<file path="src/rtl/cpu_pkg.sv">
// Shared types and constants for the 3-bit-opcode accumulator core.
package cpu_pkg;

    localparam int unsigned OPCODE_W = 3;
    localparam int unsigned COUNT_W  = 16;

    localparam logic [8:0] DEFAULT_HALT_INSTR = 9'h1FF;

    typedef enum logic [OPCODE_W-1:0] {
        ADD   = 3'b000,
        ADDI  = 3'b001,
        XOR   = 3'b010,
        LOAD  = 3'b011,
        STORE = 3'b100,
        JUMP  = 3'b101,
        CMP   = 3'b110,
        SHF   = 3'b111
    } opcode_t;

    typedef enum logic [2:0] {
        StIdle,
        StFetch,
        StWait,
        StIssue,
        StHalted
    } fetch_state_t;

endpackage

</file>
<file path="src/rtl/fetch_unit_if.sv">
// Fetch-stage bundle: control, instruction ROM port, issue handshake, branch return and status.
interface fetch_unit_if import cpu_pkg::*; #(
    parameter int unsigned PC_W    = 10,
    parameter int unsigned INSTR_W = 9
) ();

    logic                start_i;
    logic                imem_en_o;
    logic [PC_W-1:0]     imem_addr_o;
    logic [INSTR_W-1:0]  imem_rdata_i;
    logic                out_valid_o;
    logic                out_ready_i;
    logic [INSTR_W-1:0]  out_instr_o;
    opcode_t             out_opcode_o;
    logic [PC_W-1:0]     out_pc_o;
    logic                branch_taken_i;
    logic [PC_W-1:0]     branch_target_i;
    logic                done_o;
    logic [COUNT_W-1:0]  instr_count_o;

    modport master (
        input  start_i, imem_rdata_i, out_ready_i, branch_taken_i, branch_target_i,
        output imem_en_o, imem_addr_o, out_valid_o, out_instr_o, out_opcode_o, out_pc_o,
               done_o, instr_count_o
    );

    modport slave (
        output start_i, imem_rdata_i, out_ready_i, branch_taken_i, branch_target_i,
        input  imem_en_o, imem_addr_o, out_valid_o, out_instr_o, out_opcode_o, out_pc_o,
               done_o, instr_count_o
    );

endinterface

</file>
<file path="src/rtl/fetch_unit_sat_counter.sv">
// Saturating up-counter with synchronous clear; clear wins over increment.
module sat_counter #(
    parameter int unsigned Width = 16
) (
    input  logic             clk,
    input  logic             reset,
    input  logic             clear_i,
    input  logic             incr_i,
    output logic [Width-1:0] count_o
);

    logic [Width-1:0] count_q, count_d;

    always_comb begin
        count_d = count_q;
        if (clear_i) begin
            count_d = '0;
        end else if (incr_i && (count_q != '1)) begin
            count_d = count_q + Width'(1);
        end
    end

    always_ff @(posedge clk or posedge reset) begin
        if (reset) begin
            count_q <= '0;
        end else begin
            count_q <= count_d;
        end
    end

    assign count_o = count_q;

endmodule

</file>
<file path="src/rtl/fetch_unit.sv">
// Instruction fetch/issue stage: sequences the PC over a synchronous ROM, issues each word over
// valid/ready, applies branch redirects at handshake and stops on the HALT word.
module fetch_unit import cpu_pkg::*; #(
    parameter int unsigned        PC_W       = 10,
    parameter int unsigned        INSTR_W    = 9,
    parameter logic [PC_W-1:0]    START_PC   = '0,
    parameter logic [INSTR_W-1:0] HALT_INSTR = INSTR_W'(DEFAULT_HALT_INSTR)
) (
    input logic          clk,
    input logic          reset,
    fetch_unit_if.master bus
);

    fetch_state_t       state_q, state_d;
    logic [PC_W-1:0]    pc_q, pc_d;
    logic [PC_W-1:0]    out_pc_q;
    logic [INSTR_W-1:0] instr_q;

    logic handshake;
    logic is_halt;
    logic launch;

    assign handshake = (state_q == StIssue) && bus.out_ready_i;
    assign is_halt   = (instr_q == HALT_INSTR);
    // start only matters when no program is in flight
    assign launch    = bus.start_i && ((state_q == StIdle) || (state_q == StHalted));

    always_ff @(posedge clk or posedge reset) begin
        if (reset) begin
            state_q <= StIdle;
        end else begin
            state_q <= state_d;
        end
    end

    always_comb begin
        state_d = state_q;
        unique case (state_q)
            StIdle:   if (launch) state_d = StFetch;
            StFetch:  state_d = StWait;
            StWait:   state_d = StIssue;
            StIssue:  if (handshake) state_d = is_halt ? StHalted : StFetch;
            StHalted: if (launch) state_d = StFetch;
            default:  state_d = StIdle;
        endcase
    end

    always_comb begin
        bus.imem_en_o    = (state_q == StFetch);
        bus.out_valid_o  = (state_q == StIssue);
        bus.done_o       = (state_q == StHalted);
        bus.imem_addr_o  = pc_q;
        bus.out_instr_o  = instr_q;
        bus.out_opcode_o = opcode_t'(instr_q[INSTR_W-1 -: OPCODE_W]);
        bus.out_pc_o     = out_pc_q;
    end

    always_comb begin
        pc_d = pc_q;
        if (launch) begin
            pc_d = START_PC;
        end else if (handshake && !is_halt) begin
            pc_d = bus.branch_taken_i ? bus.branch_target_i : pc_q + PC_W'(1);
        end
    end

    always_ff @(posedge clk or posedge reset) begin
        if (reset) begin
            pc_q     <= START_PC;
            instr_q  <= '0;
            out_pc_q <= '0;
        end else begin
            pc_q <= pc_d;
            if (state_q == StWait) begin
                instr_q  <= bus.imem_rdata_i;
                out_pc_q <= pc_q;
            end
        end
    end

    sat_counter #(
        .Width (COUNT_W)
    ) u_instr_count (
        .clk     (clk),
        .reset   (reset),
        .clear_i (launch),
        .incr_i  (handshake),
        .count_o (bus.instr_count_o)
    );

endmodule

</file>
<file path="src/flat_wrapper.sv">
// flat-port wrapper written by rule: the top's interface ports become plain ports
module fetch_unit_flat import cpu_pkg::*;
#(
    parameter int unsigned        PC_W       = 10,
    parameter int unsigned        INSTR_W    = 9,
    parameter logic [PC_W-1:0]    START_PC   = '0,
    parameter logic [INSTR_W-1:0] HALT_INSTR = INSTR_W'(DEFAULT_HALT_INSTR)
)
  (clk, reset, bus_start_i, bus_imem_rdata_i, bus_out_ready_i, bus_branch_taken_i, bus_branch_target_i, bus_imem_en_o, bus_imem_addr_o, bus_out_valid_o, bus_out_instr_o, bus_out_opcode_o, bus_out_pc_o, bus_done_o, bus_instr_count_o);
  fetch_unit_if #(.PC_W(PC_W), .INSTR_W(INSTR_W)) bus_i ();
  input logic clk;
  input logic reset;
  input wire logic [$bits(bus_i.start_i)-1:0] bus_start_i;
  input wire logic [$bits(bus_i.imem_rdata_i)-1:0] bus_imem_rdata_i;
  input wire logic [$bits(bus_i.out_ready_i)-1:0] bus_out_ready_i;
  input wire logic [$bits(bus_i.branch_taken_i)-1:0] bus_branch_taken_i;
  input wire logic [$bits(bus_i.branch_target_i)-1:0] bus_branch_target_i;
  output wire logic [$bits(bus_i.imem_en_o)-1:0] bus_imem_en_o;
  output wire logic [$bits(bus_i.imem_addr_o)-1:0] bus_imem_addr_o;
  output wire logic [$bits(bus_i.out_valid_o)-1:0] bus_out_valid_o;
  output wire logic [$bits(bus_i.out_instr_o)-1:0] bus_out_instr_o;
  output wire logic [$bits(bus_i.out_opcode_o)-1:0] bus_out_opcode_o;
  output wire logic [$bits(bus_i.out_pc_o)-1:0] bus_out_pc_o;
  output wire logic [$bits(bus_i.done_o)-1:0] bus_done_o;
  output wire logic [$bits(bus_i.instr_count_o)-1:0] bus_instr_count_o;
  assign bus_i.start_i = bus_start_i;
  assign bus_i.imem_rdata_i = bus_imem_rdata_i;
  assign bus_i.out_ready_i = bus_out_ready_i;
  assign bus_i.branch_taken_i = bus_branch_taken_i;
  assign bus_i.branch_target_i = bus_branch_target_i;
  assign bus_imem_en_o = bus_i.imem_en_o;
  assign bus_imem_addr_o = bus_i.imem_addr_o;
  assign bus_out_valid_o = bus_i.out_valid_o;
  assign bus_out_instr_o = bus_i.out_instr_o;
  assign bus_out_opcode_o = bus_i.out_opcode_o;
  assign bus_out_pc_o = bus_i.out_pc_o;
  assign bus_done_o = bus_i.done_o;
  assign bus_instr_count_o = bus_i.instr_count_o;
  fetch_unit #(.PC_W(PC_W), .INSTR_W(INSTR_W), .START_PC(START_PC), .HALT_INSTR(HALT_INSTR)) u_core (.clk(clk), .reset(reset), .bus(bus_i));
endmodule
</file>
<file path="config.mk">
export PLATFORM = sky130hd
export DESIGN_NAME = fetch_unit_flat
export DESIGN_NICKNAME = d
export VERILOG_FILES = /design/src/rtl/cpu_pkg.sv /design/src/rtl/fetch_unit_if.sv /design/src/rtl/fetch_unit_sat_counter.sv /design/src/rtl/fetch_unit.sv /design/src/flat_wrapper.sv
export SDC_FILE = /design/constraint.sdc
export NUM_CORES = 1
export LEC_CHECK = 0
export ABC_AREA = 1
export CAP_MARGIN = 20
export CORE_ASPECT_RATIO = 1.75
export CORE_MARGIN = 8
export CORE_UTILIZATION = 50
export CTS_BUF_LIST = sky130_fd_sc_hd__clkbuf_4
export DETAILED_ROUTE_END_ITERATION = 6
export PLACE_DENSITY = 0.87
export RECOVER_POWER = 50
export SLEW_MARGIN = 0
export SYNTH_ARGS = -nofsm -noshare
export SYNTH_HDL_FRONTEND = slang
export SYNTH_HIERARCHICAL = 1
export SYNTH_SLANG_ARGS = --single-unit
</file>
<file path="constraint.sdc">
create_clock -name clk -period 2.7 [get_ports clk]
set_clock_uncertainty 0.2 [all_clocks]
set_input_delay 0.54 -clock clk [delete_from_list [all_inputs] [get_ports clk]]
set_output_delay 0.54 -clock clk [all_outputs]
set_load 0.01 [all_outputs]
</file>
**Run 1: signal wires by layer**

The bar under the picture is 20 um long. Two of the layers only.
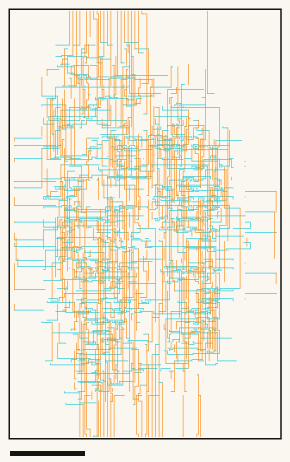
cyan -> M1  # wire length 2710 um
orange -> M2  # wire length 4270 um
Routed WL per cell: 14.1 um
global-route usage over all layers: 0.187
count of vias placed by the detailed router: 2751

**Run 1: signal wires on met2**

The bar under the picture is 20 um long.
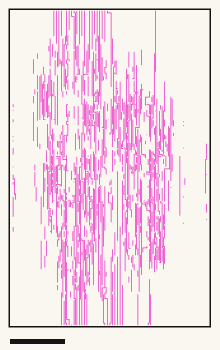
share of all routed wire = 57%
wire length on this layer = 4270 um
total wire length after detailed routing: 7.51 mm
met2 track utilization from global routing: 0.357

==> notes.md, run 1 <==
Numbers from the implementation run.

The worst hold path was traced through 2 stages. The power report lists the sequential group at 1.21 mW. The placement summary gives the final routability congestion estimate as 0.891. In the post-synthesis netlist, the biggest area contributors are sky130_fd_sc_hd__dfrtp_1, sky130_fd_sc_hd__nand2_1, sky130_fd_sc_hd__inv_1.

The layout net count is 481. The area fraction in compound gates after synthesis is 0.0494. By area, the combinational part of the netlist is dominated by simple AND/OR/NAND/NOR gates.

The number of maximum-capacitance violations recorded for the run is 1. The fraction of the mapped netlist area in simple logic gates is 0.396. The combined area of all synthesized cells is roughly 0.0028 sq mm. The cell count after synthesis is 383. For reference, the mux area share after synthesis is 0. The number of warnings issued by yosys is 6. The origin of the critical flop-to-flop path is u_core/state_q[0].

The sink of the worst hold path is u_core/bus.out_pc_o[3]. The number of antenna violations at the first check in global routing came to 0. Setup slack closes at ~0.20 ns. The count of instantiated cells in the yosys netlist is roughly 380. The maximum achievable frequency is between 400 and 500 MHz.

The final reports fail on capacitance limit, slew limit. Counting pins that exceed their max-slew limit in the final report gives 33. In the finished design, the share of the clock period the worst path needs comes to 0.925.

The script extracted a total leakage power of roughly 1.8 nW. The flow ran to the end, but the final reports show violations. The first-pass detailed-route iteration total is 4.

The combinational logic power is 1.45 mW. Looking at the clock tree report, the H-tree level count equals 2. Setup violations remaining at the end of the flow were counted as 0. The clock network fraction of design power is 0.140.
**Run 1: clock wiring as the flow saved it**

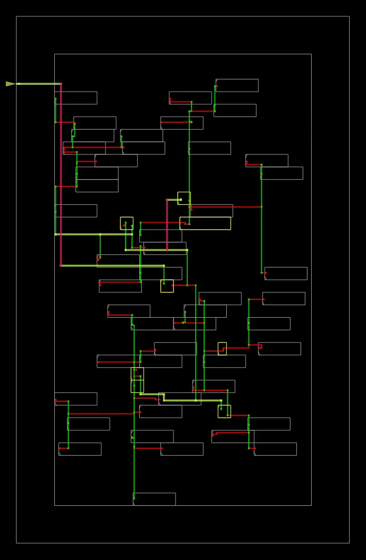
Clk Latency, worst-skew pair: 0.36 ns
clock group power: 0.434 mW
Seq cells: 48
clock sinks: 48

**Run 1: floorplan with the power grid**

The bar under the picture is 20 um long. Pins as bars on the die edge.
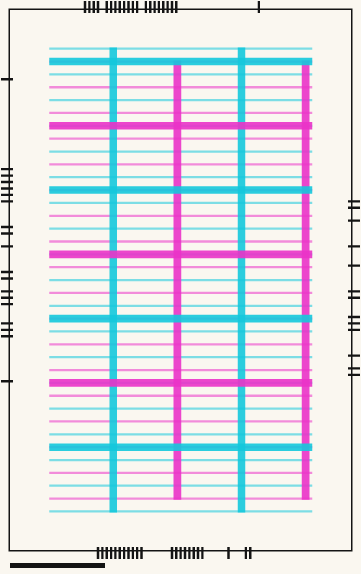
magenta -> VDD
cyan -> VSS
met4 straps = 4
met5 straps = 7
signal pins = 75
met1 rails = 37
rows = 36
VDD IR max: 0.798 mV
die width: 72.2 um
core area: 0.00545 sq mm
Die Y: 114 um

[run 1: worst max-delay path, cell delays in order (launching register included)]
cell                              delay (ns)
sky130_fd_sc_hd__dfrtp_1                0.44
sky130_fd_sc_hd__nor2_1                 0.19
sky130_fd_sc_hd__inv_1                  0.08
sky130_fd_sc_hd__nor2_1                 0.12
sky130_fd_sc_hd__clkdlybuf4s50_1        0.56
[run 1: per-layer routing]
layer / vias to the layer above / track usage / routed length (um) / part of all wire
met4: 0 / 0.0892 / 189 / 0.025
met3: 19 / 0.0333 / 341 / 0.045
met1: 1308 / 0.184 / 2710 / 0.36
met5: - / 0 / 0 / 0
met2: 88 / 0.357 / 4270 / 0.57
li1: 1336 / - / - / -
[run 1: sequential cells by signal, summed over array words and instances (netlist names)]
| signal | cells |
|---|---|
| u_core/bus.out_instr_o | 9 |
| u_core/state_q | 3 |
| u_core/bus.out_pc_o | 10 |
| u_core/bus.imem_addr_o | 10 |
| u_core/u_instr_count/count_o | 16 |
[run 1: metrics by stage]
stage / total power [mW] / hold slack [ns] / std cells / util / cell area [sq um]
6_report: 3.09 / 0.307 / 532 / 0.658 / 3590
5_1_grt: 3.32 / 0.335 / 532 / 0.658 / 3590
4_1_cts: 3.15 / 0.313 / 532 / 0.662 / 3610
3_5_place_dp: 2.70 / 0.280 / 524 / 0.647 / 3530
3_3_place_gp: 2.65 / 0.266 / 524 / 0.647 / 3530
2_1_floorplan: 2.00 / 0.254 / 383 / - / 2760
[run 1: final cells by class]
cell class                 instances  area (sq um)  share of cell area
sequential                        48          1200               0.335
inverter                          45           169              0.0471
clock buffer                       6          45.0              0.0126
clock inverter                     2          35.0             0.00977
timing repair buffer              77           756               0.211
tap                               76          95.1              0.0265
multi-input combinational        278          1280               0.358
## Run 2: what changed since run 1
Settings changed: CAP_MARGIN 20 to not set.
**Run 2: signal wires by layer**

The bar under the picture is 20 um long. Two of the layers only.
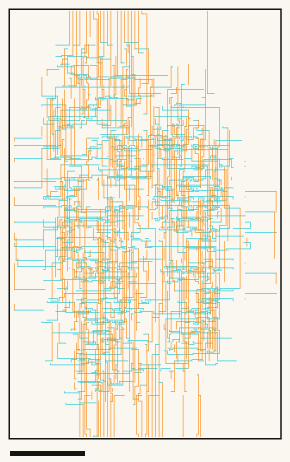
orange -> M2  # wire length 4270 um
cyan -> M1  # wire length 2710 um

==> run 2 against run 1 <==
  * The run still ends with capacitance limit, slew limit left
  * Hold slack stayed put
  * Cell count stayed put
  * Global-route usage stayed put
  * Power stayed put
  * Die size stayed put
  * Synthesized cell count stayed put
  * First-iteration DRC count stayed put
  * Sequential power hardly changed
  * Cell area stayed put
  * Clock power hardly changed
  * Critical path type unchanged
  * Critical endpoint unchanged
==> notes.md, run 2 <==
Numbers from the implementation run.

The flow ran to the end, but the final reports show violations. The checks that failed: capacitance limit, slew limit. STA lists the startpoint of the worst register-to-register path as u_core/state_q[0]. For this run, the top clock speed supported by timing is 400 MHz. The count of instantiated cells in the yosys netlist is 383.

The tree built by TritonCTS fans out to 48 sinks. After detailed routing, the average wire length per cell comes to 14.1 um. In the global route stage, overall resource usage came out at 0.187. The first-pass detailed-route iteration total is 4.

The number of antenna violations at the first check in global routing is 0. The combined area of all synthesized cells is 0.00276 sq mm. The main combinational cell family by area after synthesis is simple AND/OR/NAND/NOR gates. The cell type with the highest occurrence count on the critical path is sky130_fd_sc_hd__nor2_1. The die span in y is 114 um. At the end of routability-driven placement, the weighted congestion stood at 0.891. The sink of the worst hold path is u_core/bus.out_pc_o[3]. The count of different cell masters after synthesis is 30.

The area of the placeable core is 0.00545 sq mm. In the post-synthesis netlist, the biggest area contributors are sky130_fd_sc_hd__dfrtp_1, sky130_fd_sc_hd__nand2_1, sky130_fd_sc_hd__inv_1. The last timing report of the flow puts the setup violation total at 0. The STA report counts the stages on the worst setup path as 4. The post-route fraction of the period consumed by the critical path is 0.925.

The clock reaches the later pin of the worst-skew pair after about 0.36 ns. In this run the tool buffered the top-level ports with 74 buffer cells. The slowest stage cell on the critical path is sky130_fd_sc_hd__clkdlybuf4s50_1.

The power report puts the leakage power at 1.76 nW. Of the total synthesized cell area, the portion taken by AND, OR, NAND and NOR gates is 0.396. The register with the most flip-flops in the layout has 16 of them. The number of warnings issued by yosys is 6. For this run, the slowest stage of the critical path takes 0.56 ns. For this run, the post-layout net count is 481. The number of H-tree levels is 2. Checking hold timing, the worst path is listed with class flip-flop to flip-flop. The worst hold path was traced through 2 stages. The total number of vias is about 2800. In the post-route analysis, the smallest setup slack over all paths is around 0.20 ns. Pins over their slew limit in the final report were tallied at 33. The worst voltage drop across the vdd grid is 0.798 mV.

The synthesized instance count is 383. The report counts max-capacitance violations totalling 1. The die width is 72.2 um. The signal on the critical path passes through nor2_1 > inv_1 > nor2_1 > clkdlybuf4s50_1. The timing report notes that buffer and inverter cells on the critical path total 2.
**Run 2: the metal 3 layer**

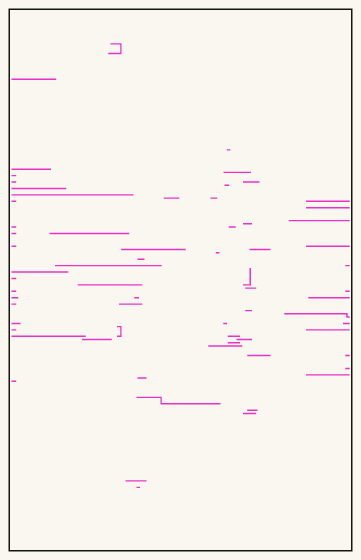
share of all routed wire = 4.5%
main direction = horizontal
wire length on this layer = 341 um
longest straight run = 25.5 um
met3 track utilization from global routing: 0.0333

run 2: power breakdown:
| part | internal (mW) | leakage, nW | switching, mW | total, mW |
|---|---|---|---|---|
| Combinational | 0.679 | 1.09 | 0.772 | 1.45 |
| Sequential | 0.952 | 0.633 | 0.253 | 1.21 |
| Clock | 0.204 | 0.0456 | 0.229 | 0.434 |
| Total | 1.84 | 1.76 | 1.25 | 3.09 |
run 2: through the flow:
step / hold WS, ns / instances / total power [mW] / util / instance area (sq um)
5_1_grt: 0.335 / 532 / 3.32 / 0.658 / 3590
3_5_place_dp: 0.280 / 524 / 2.70 / 0.647 / 3530
3_3_place_gp: 0.266 / 524 / 2.65 / 0.647 / 3530
2_1_floorplan: 0.254 / 383 / 2.00 / - / 2760
4_1_cts: 0.313 / 532 / 3.15 / 0.662 / 3610
6_report: 0.307 / 532 / 3.09 / 0.658 / 3590
run 2: kinds of logic (layout without fill, tap and decap cells):
group           count (synthesis)  count (layout)
simple gates                  245             245
buf+inv                        57             130
xor+xnor                        5               5
fa+ha+maj                       2               2
compound gates                 26              26
flops                          48              48
run 2: per-layer routing:
metal,share of wire,track usage
met5,0,0
met4,0.025,0.0892
met3,0.045,0.0333
met2,0.57,0.357
met1,0.36,0.184
run 2: layout make-up:
class | count | area, sq um
Multi-Input combinational cell | 278 | 1280
Timing Repair Buffer | 77 | 756
Clock inverter | 2 | 35.0
Fill cell | 473 | 1860
Sequential cell | 48 | 1200
Clock buffer | 6 | 45.0
Inverter | 45 | 169
Tap cell | 76 | 95.1
**Run 2: clock wiring as the flow saved it**

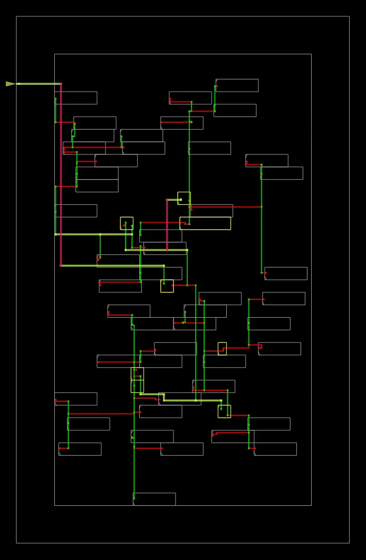

## Run 3: what changed since run 2
Settings changed: CORE_MARGIN 8 to not set.
Clock period 2.7 ns to 2.8 ns, I/O delays scaled along.
**Run 3: clock wiring as the flow saved it**

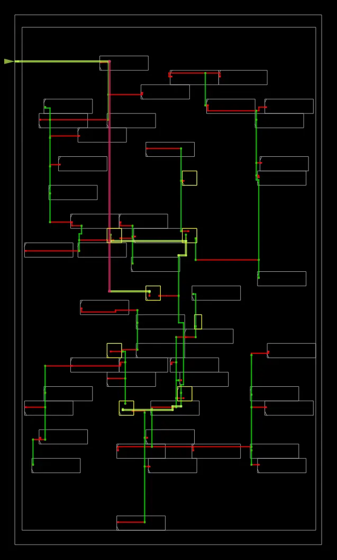
Clk Latency, worst-skew pair: 0.35 ns
clock group power: 0.321 mW
clock buffer count: 6

**Run 3: floorplan with the power grid**

The bar under the picture is 20 um long. Pins as bars on the die edge.
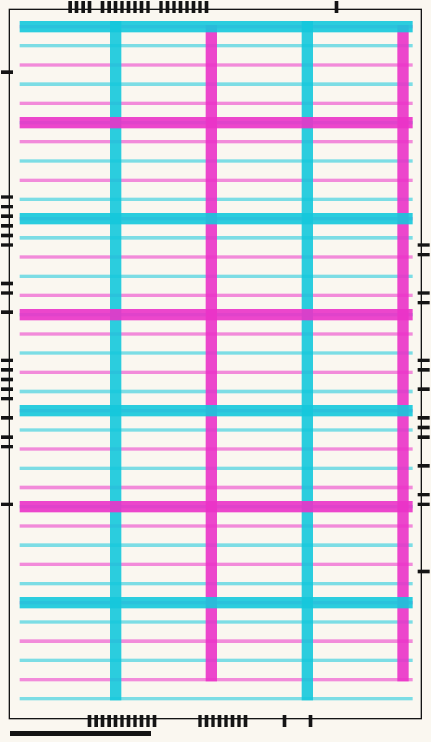
cyan -> VSS
magenta -> VDD
signal pins = 75
met1 rails = 36
core area: 0.00530 sq mm
VDD IR max: 0.551 mV
Die Y: 100 um
die width: 58.2 um

==> run 3 against run 2 <==
  * The flow still finishes with violations (capacitance limit, slew limit)
  * Hold slack better by 0.0019 ns
  * Synthesized cell count unchanged
  * Utilization up 1.2 points
  * Critical path type unchanged
  * Largest cell class unchanged
  * Register-to-register slack better by 0.05 ns
  * Combinational power down 5%
  * Worst setup slack better by 0.081 ns
  * Cell area down 1.0%
  * Flip-flop count unchanged
  * Wire length down 9.2%
  * Clock-buffer cell count unchanged
==> notes.md, run 3 <==
Numbers from the implementation run.

The fraction of the mapped netlist area in simple logic gates is 0.396. The kind of cell adding the most delay to the critical path is buffers and inverters. The area fraction in compound gates after synthesis is 0.0494. The number of clock sinks came to 48. The final reports fail on capacitance limit, slew limit.

The net switching power is between 1 and 1.5 mW. The flip-flop count of the largest register after layout is 16. Per the detailed-route log, wirelength across all metal layers totals 6.82 mm. At the end of routability-driven placement, the weighted congestion stood at approximately 0.91. Synthesis produced a netlist whose cell count is 383. The count of different cell masters after synthesis is 30. The main combinational cell family by area after synthesis is simple AND/OR/NAND/NOR gates. The report lists the cells along the critical path as nor2_1 > inv_1 > nor2_1 > clkdlybuf4s50_1. The final route contains 2702 vias. The maximum cell stage delay along the critical path is around 0.57 ns. Yosys printed 6 warnings. The total buffers and inverters traversed by the critical path is 2. Cell internal power was estimated by the tool at 1.68 mW. Measured against the total synthesized area, the mux share comes to 0.

Counting tap cells, the placed design contains a total of 522 instances. The run finished, with violations left. The first-pass detailed-route iteration total is 4. Of the total power, the clock network draws 0.112. After synthesis, the cell types taking the most area are sky130_fd_sc_hd__dfrtp_1, sky130_fd_sc_hd__nand2_1, sky130_fd_sc_hd__inv_1. The post-detailed-route wirelength per cell is 12.9 um. The max-capacitance violation count is 1.

The number of H-tree levels is 2. Dividing the final minimum period by the clock period gives 0.899. Counting pins that exceed their max-slew limit in the final report gives 33. The slowest stage cell on the critical path is sky130_fd_sc_hd__clkdlybuf4s50_1.

The minimum hold slack is 0.309 ns. The synth_stat.txt file lists the number of cells as 383. The cell type with the highest occurrence count on the critical path is sky130_fd_sc_hd__nor2_1. The number of antenna violations at the first check in global routing is 0.

Summed over all routing layers, the global router reports a total usage of 0.253.
==> run 3: netlist changes by cell type in the layout (fill, tap and decap cells not counted), sizes merged <==
| cell | previous run | this run |
|---|---|---|
| bufinv | 1 | 0 |
| clkinvlp | 0 | 1 |
==> run 3: worst paths after layout <==
check | startpoint | to | slack [ns] | depth (start not counted)
worst max register to register | u_core/state_q[0] | u_core/bus.out_pc_o[7] | 0.53 | 4
worst max-delay path | u_core/state_q[1] | bus_done_o | 0.28 | 4
max in group asynchronous | reset | u_core/bus.out_instr_o[7] | 0.50 | 3
worst min register to register | u_core/bus.out_pc_o[0] | u_core/bus.out_pc_o[0] | 0.31 | 2
worst min-delay path | u_core/bus.out_pc_o[0] | u_core/bus.out_pc_o[0] | 0.31 | 2
min in group asynchronous | reset | u_core/u_instr_count/count_o[7] | 0.39 | 2
==> run 3: metrics by stage <==
stage | power (mW) | area, sq um
6_report | 2.86 | 3550
5_1_grt | 3.08 | 3550
4_1_cts | 2.90 | 3580
3_5_place_dp | 2.58 | 3520
3_3_place_gp | 2.53 | 3520
2_1_floorplan | 1.93 | 2760
==> run 3: power by group through the flow <==
stage	combinational, mW	clock, mW	sequential [mW]
after floorplan	0.713	0	1.22
after global placement	1.37	0	1.17
after detailed placement	1.40	0	1.17
after CTS	1.41	0.333	1.16
after global routing	1.53	0.355	1.20
final	1.38	0.321	1.16
==> run 3: layout make-up <==
class | instances | area [sq um]
multi-input cells | 278 | 1270
inverters | 45 | 169
fillers | 462 | 1750
repair buffers | 77 | 756
clock buffers | 6 | 45.0
clock inverters | 2 | 11.3
flip-flops and latches | 48 | 1200
well taps | 74 | 92.6
==> run 3: routing by layer <==
layer	vias up	routed length, um	global-route usage
met1	1260	2600	0.269
met3	8	271	0.0412
met5	-	0	0
met4	0	94	0.110
met2	90	3860	0.472
li1	1344	-	-
Power and IR drop assume default switching activity.
